==> config.mk <==
export PLATFORM = sky130hd
export DESIGN_NAME = pipeline_ctrl
export DESIGN_NICKNAME = d
export VERILOG_FILES = /design/src/rtl/pipeline_ctrl.sv
export SDC_FILE = /design/constraint.sdc
export NUM_CORES = 1
export LEC_CHECK = 0
export CAP_MARGIN = 15
export CORE_ASPECT_RATIO = 0.8
export CORE_MARGIN = 5
export CORE_UTILIZATION = 44
export DETAILED_ROUTE_END_ITERATION = 16
export GPL_TIMING_DRIVEN = 0
export PLACE_DENSITY = 0.95
export SLEW_MARGIN = 20
export SYNTH_ARGS = -nofsm -noshare
export SYNTH_HDL_FRONTEND = slang
export SYNTH_SLANG_ARGS = --single-unit
==> constraint.sdc <==
create_clock -name clk -period 3.35 [get_ports clk]
set_input_delay 0.5025 -clock clk [delete_from_list [all_inputs] [get_ports clk]]
set_output_delay 0.5025 -clock clk [all_outputs]
set_load 0.005 [all_outputs]
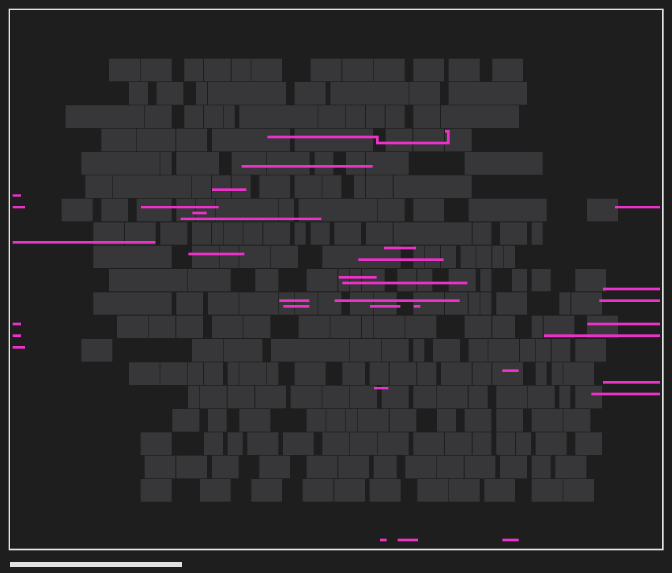
Fig. 1. Met3 routing.
Bar = 20 um.
main direction = horizontal
wire length on this layer = 210 um
DR vias: 1558
met3 Use GR: 0.0346
Post-Route WL: 4.70 mm

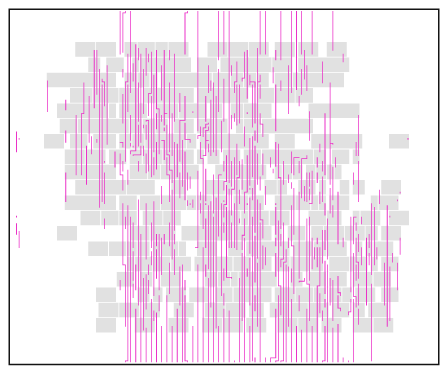
Fig. 2. The metal 2 layer.
nets with wire on the layer = 255
share of all routed wire = 53%
global routing usage on met2: 0.345

==> deck_impl_summary.md <==
Implementation Results

Setup path
  – CP delay by family, top: buffers and inverters
  – Crit Path Class: in2out
  – Cell count along the critical path: 8
  – CP max FO: 6
  – Crit-path max cell delay: 560 ps
  – CP cell instances: clkdlybuf4s50_1 -> or4_1 -> nor2_1 -> a31oi_1 -> nor2_1 -> nor2_1 -> nor3_1 -> clkdlybuf4s50_1
  – Critical Path End Type: output port
  – Most used cell, CP: nor2_1

STA
  – Setup violators final: 0
  – Slew Viols, Final: 0
  – Post-layout min period: 3160 ps

Synth
  – Commonest cells post-synth: xor2_1 (27), dfrtp_1 (20), xnor2_1 (18), nor2_1 (14), and3_1 (12)
  – Register share after synthesis: 0.327
  – Post-Syn Area per Cell: 9.11 um2
  – Yosys cell types: 41
  – Top cells, area: dfrtp_1 (33%), xor2_1 (15%), xnor2_1 (10%)
  – Ys async rst share: 1.00
  – Xor/xnor share: 0.258
  – MUX area fraction: 0.0139
  – Number of enable flip-flop cells: 0

Floorplanning
  – Core ar.: 0.00340 mm2
  – FP Rows: 19
  – IO Count: 74

Clock network
  – Post-CTS Setup Inserts: 0
  – Clock buffer depth: 2
  – Htree depth: 1

Global route
  – Vias in the first global route: 1604
  – GRT busiest layer: met2
  – Largest net degree at the start of global routing: 22

Layout
  – Leading cell kind: multi-input combinational cells
  – Non-clock inverter count: 3
  – Fraction of layout cells with a size suffix above 1: 0.0531
  – Reg area: 500 um2
  – Clock buffers: 4
  – Buffers, non-clock: 79
  – Filler cells: 259
  – MI comb area: 990 um2

Power
  – Sequential share of power: 0.369
  – Max IR drop VDD: 0.000457 V

Detailed routing
  – Routed Antenna Nets: 0
  – M1 WL: 1.89 mm
  – Wire length on met3: 210 um
  – Number of DRC markers in iteration 0: 74
  – Router iterations before antenna repair: 4

Min path
  – HP Class: in2async

Run status
  – Outcome: finished clean

Placement
  – Gpl congestion: 0.861
  – Port Buf Inserts: 73
  – DP Worst Slack: -411 ps
[stage by stage]
stage          area (um2)  instances  total power, mW
6_report             2380        287             1.01
5_1_grt              2380        287             1.08
4_1_cts              2370        287             1.01
3_5_place_dp         2310        283            0.827
3_3_place_gp         2310        283            0.806
2_1_floorplan        1530        168            0.573
[power groups by stage]
stage | sequential [mW] | clock, mW | combinational (mW)
finish | 0.372 | 0.183 | 0.454
global route | 0.384 | 0.194 | 0.498
CTS | 0.370 | 0.186 | 0.454
detailed placement | 0.374 | 0 | 0.453
global placement | 0.369 | 0 | 0.437
floorplan | 0.365 | 0 | 0.209
[repair_timing]
item,in CTS,in global routing
hold buffers,0,0
resized,3,3
cloned,0,0
setup endpoints to repair,5,2
Power and IR drop assume default switching activity.
